--- config.mk ---
export PLATFORM = sky130hd
export DESIGN_NAME = clk_meter
export DESIGN_NICKNAME = d
export VERILOG_FILES = /design/src/rtl/clk_meter.sv
export SDC_FILE = /design/constraint.sdc
export NUM_CORES = 1
export LEC_CHECK = 0
export ABC_AREA = 1
export CAP_MARGIN = 20
export CORE_UTILIZATION = 45
export CTS_CLUSTER_DIAMETER = 50
export DETAILED_ROUTE_END_ITERATION = 7
export PLACE_DENSITY_LB_ADDON = 0.25
export SYNTH_ARGS = -nofsm -noshare
export SYNTH_HDL_FRONTEND = slang
export SYNTH_SLANG_ARGS = --single-unit
--- constraint.sdc ---
create_clock -name clkin -period 2.7 [get_ports clkin]
set_input_delay 0.27 -clock clkin [delete_from_list [all_inputs] [get_ports clkin]]
set_output_delay 0.27 -clock clkin [all_outputs]
set_load 0.02 [all_outputs]
--- src/rtl/clk_meter.sv ---
// clk_meter: frequency / period meter for slow clocks and strobes.
//
// The asynchronous input sig_in is brought into the clkin domain with a
// two-flop synchronizer followed by a history flop. Rising edges of the
// synchronized signal are counted over a gate window of GATE_CYCLES clkin
// cycles. The count is published as freq together with a one-cycle
// freq_valid pulse and a no_signal flag for a window that saw no edges.
//
// Optional feature, enabled by defining CLK_METER_PERIOD_EN:
//   period reports the number of clkin cycles between the last two detected
//   rising edges, independent of en and the gate FSM. When the macro is not
//   defined, period is constant 0.
//
// Parameters:
//   GATE_CYCLES : gate window length in clkin cycles (minimum 2)
//   CNT_W       : width of the freq and period counters
//
// Ports:
//   clkin      : system clock, all logic on its rising edge
//   rst        : synchronous, active-high reset
//   en         : measurement enable, level-sensitive
//   sig_in     : signal under test, asynchronous to clkin
//   freq       : rising edges counted in the last completed window
//   freq_valid : one-cycle pulse when freq updates
//   no_signal  : last completed window counted zero edges
//   busy       : a gate window is open
//   period     : clkin cycles between the last two detected edges
module clk_meter #(
  parameter int unsigned GATE_CYCLES = 50000000,
  parameter int unsigned CNT_W       = 32
) (
  input  logic             clkin,
  input  logic             rst,
  input  logic             en,
  input  logic             sig_in,
  output logic [CNT_W-1:0] freq,
  output logic             freq_valid,
  output logic             no_signal,
  output logic             busy,
  output logic [CNT_W-1:0] period
);

  localparam int unsigned      GW        = $clog2(GATE_CYCLES);
  localparam logic [GW-1:0]    GATE_LAST = GW'(GATE_CYCLES - 32'd1);
  localparam logic [GW-1:0]    GATE_ONE  = GW'(32'd1);
  localparam logic [GW-1:0]    GATE_ZERO = GW'(32'd0);
  localparam logic [CNT_W-1:0] CNT_ZERO  = {CNT_W{1'b0}};
  localparam logic [CNT_W-1:0] CNT_ONE   = CNT_W'(32'd1);
  localparam logic [CNT_W-1:0] CNT_MAX   = {CNT_W{1'b1}};

  typedef enum logic [1:0] {
    ST_IDLE = 2'd0,
    ST_GATE = 2'd1,
    ST_DONE = 2'd2
  } state_t;

  // Increment that sticks at the all-ones value instead of wrapping.
  function automatic logic [CNT_W-1:0] sat_inc(input logic [CNT_W-1:0] v);
    logic [CNT_W-1:0] r;
    if (v == CNT_MAX) begin
      r = v;
    end else begin
      r = v + CNT_ONE;
    end
    return r;
  endfunction

  logic             s1_r, s2_r, s3_r;
  logic             edge_s;
  state_t           state_r, state_next_s;
  logic [GW-1:0]    gate_cnt_r, gate_cnt_next_s;
  logic [CNT_W-1:0] edge_cnt_r, edge_cnt_next_s;
  logic [CNT_W-1:0] edge_inc_s;
  logic [CNT_W-1:0] freq_r, freq_next_s;
  logic             freq_valid_r, freq_valid_next_s;
  logic             no_signal_r, no_signal_next_s;
  logic             busy_r, busy_next_s;

  // Synchronizer and history flops; run in every FSM state.
  always_ff @(posedge clkin) begin
    if (rst) begin
      s1_r <= 1'b0;
      s2_r <= 1'b0;
      s3_r <= 1'b0;
    end else begin
      s1_r <= sig_in;
      s2_r <= s1_r;
      s3_r <= s2_r;
    end
  end

  assign edge_s     = s2_r & ~s3_r;
  assign edge_inc_s = edge_s ? sat_inc(edge_cnt_r) : edge_cnt_r;

  // State, counters and registered outputs.
  always_ff @(posedge clkin) begin
    if (rst) begin
      state_r      <= ST_IDLE;
      gate_cnt_r   <= GATE_ZERO;
      edge_cnt_r   <= CNT_ZERO;
      freq_r       <= CNT_ZERO;
      freq_valid_r <= 1'b0;
      no_signal_r  <= 1'b0;
      busy_r       <= 1'b0;
    end else begin
      state_r      <= state_next_s;
      gate_cnt_r   <= gate_cnt_next_s;
      edge_cnt_r   <= edge_cnt_next_s;
      freq_r       <= freq_next_s;
      freq_valid_r <= freq_valid_next_s;
      no_signal_r  <= no_signal_next_s;
      busy_r       <= busy_next_s;
    end
  end

  // Next-state and next-output logic. The result of the final gate cycle
  // (including that cycle's edge) is registered on the way into DONE, so
  // freq already holds the new value while freq_valid is high.
  always_comb begin
    state_next_s      = state_r;
    gate_cnt_next_s   = GATE_ZERO;
    edge_cnt_next_s   = CNT_ZERO;
    freq_next_s       = freq_r;
    freq_valid_next_s = 1'b0;
    no_signal_next_s  = no_signal_r;
    busy_next_s       = 1'b0;
    case (state_r)
      ST_IDLE: begin
        if (en) begin
          state_next_s = ST_GATE;
          busy_next_s  = 1'b1;
        end else begin
          state_next_s = ST_IDLE;
        end
      end
      ST_GATE: begin
        if (gate_cnt_r == GATE_LAST) begin
          // Final cycle: completes even if en has just dropped.
          state_next_s      = ST_DONE;
          freq_next_s       = edge_inc_s;
          no_signal_next_s  = (edge_inc_s == CNT_ZERO);
          freq_valid_next_s = 1'b1;
        end else if (!en) begin
          state_next_s = ST_IDLE;
        end else begin
          state_next_s    = ST_GATE;
          gate_cnt_next_s = gate_cnt_r + GATE_ONE;
          edge_cnt_next_s = edge_inc_s;
          busy_next_s     = 1'b1;
        end
      end
      ST_DONE: begin
        // Any edge seen in this cycle is dropped with the counter clear.
        if (en) begin
          state_next_s = ST_GATE;
          busy_next_s  = 1'b1;
        end else begin
          state_next_s = ST_IDLE;
        end
      end
      default: begin
        state_next_s = ST_IDLE;
      end
    endcase
  end

  assign freq       = freq_r;
  assign freq_valid = freq_valid_r;
  assign no_signal  = no_signal_r;
  assign busy       = busy_r;

`ifdef CLK_METER_PERIOD_EN
  logic [CNT_W-1:0] per_cnt_r;
  logic [CNT_W-1:0] period_r;
  logic             armed_r;

  // Edge-to-edge cycle counter; the first edge after reset only arms it.
  always_ff @(posedge clkin) begin
    if (rst) begin
      per_cnt_r <= CNT_ZERO;
      period_r  <= CNT_ZERO;
      armed_r   <= 1'b0;
    end else if (edge_s) begin
      per_cnt_r <= CNT_ZERO;
      armed_r   <= 1'b1;
      if (armed_r) begin
        period_r <= sat_inc(per_cnt_r);
      end else begin
        period_r <= period_r;
      end
    end else begin
      per_cnt_r <= sat_inc(per_cnt_r);
      period_r  <= period_r;
      armed_r   <= armed_r;
    end
  end

  assign period = period_r;
`else
  assign period = CNT_ZERO;
`endif

endmodule

metal_stack.png
Bar = 20 µm.
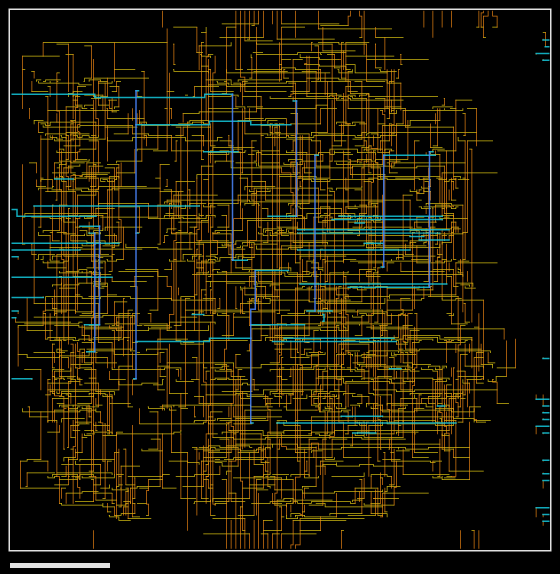
| color | layer | wire length |
|---|---|---|
| blue | met4 | 270 µm |
| yellow | met1 | 5770 µm |
| orange | met2 | 5750 µm |
| cyan | met3 | 598 µm |

pdn.png
Pins as bars on the die edge. Tap cells in gray.
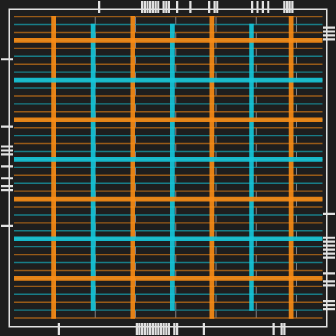
| color | net |
|---|---|
| orange | VSS |
| cyan | VDD |
met4 straps: 7
met5 straps: 7
peak supply drop: 0.000318 V
core area: 10900 µm²
DIE WIDTH: 108 µm
die y size: 108 µm

clock_map.png
Bar = 20 µm.
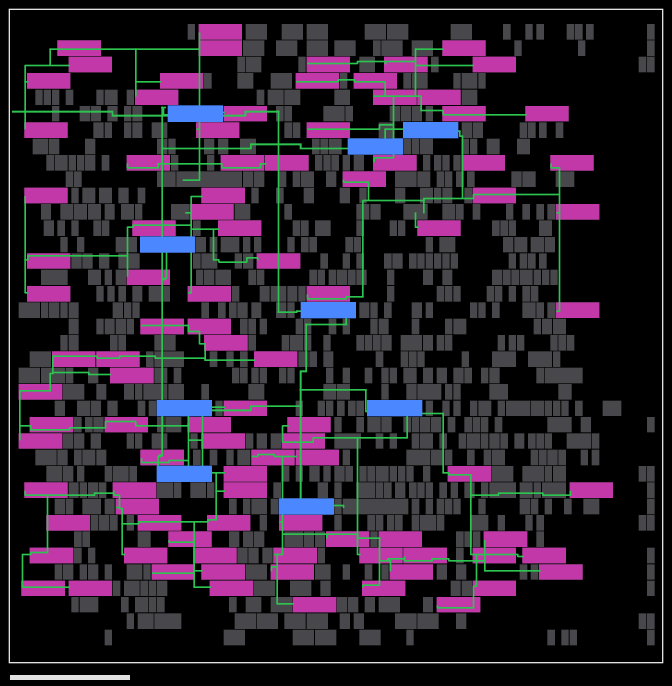
[green] clock wires | length: 1220 µm
[blue] cells driving clock nets | count: 9
[magenta] flip-flops | count: 97
routed clock nets: 10
flops lie: widely spread

==> notes.md <==
yosys + openroad results -> Vias/cell=slightly below 5, ao+oa area frac=0.0969, setup ws final=390 ps, tool warnings=26, fin crit share=0.856, Clock Skew=8.31 ps, WL per Instance=roughly 13 µm, worst hold path depth=2, Setup crit start kind=register, Post-Syn Area=5090 µm², M2 GR Usage=0.381, inverter count=~110, Pre-Repair DR Iteration Count=5, Crit path top cell by count=nand2_1, via count=4582, register area=1940 µm², status=finished clean, worst hold start=s1_r$_SDFF_PP0_, RSZ-0062 raised after global routing=false, cell area after layout=about 5800 µm², Max Clk Rate=0.433 GHz, row cnt=38, # Max-Cap Violations=0, # port buffers=38, TritonCTS clock tree=done, worst min-delay path class=reg2reg, slowest CP cell=dfxtp_1, Max-area cell class=combinational gates, WL met1=5770 µm, fillers=around 1100, first-pass GRT wire length=20700 µm, Final Max Slew Viols=0, Adder Share, Synth=0.00492, critical path endpoint category=register, total global routing overflow=0, Routed WL=12400 µm
==> synthesized netlist by cell type <==
master,number
nand3_4,1
buf_2,3
a31oi_1,1
xnor2_1,2
nand3_2,3
nor2_2,5
nor3_2,1
nand3b_1,3
and3_1,1
and2_1,1
a21oi_1,37
nor4_1,5
nand3_1,49
o211ai_1,15
nand2_2,12
buf_6,3
inv_2,5
clkbuf_2,1
nor2_4,7
ha_1,2
nand4_1,23
clkinv_1,2
nand2_1,155
inv_1,103
nor2_1,101
nor3b_1,3
nand2_4,1
o21ai_0,27
nor3_1,15
xor2_1,6
o21a_1,5
o21bai_1,1
dfxtp_1,97
nand3b_2,1
conb_1,1
nand4_2,2
a21oi_2,1
clkbuf_1,12
buf_4,32
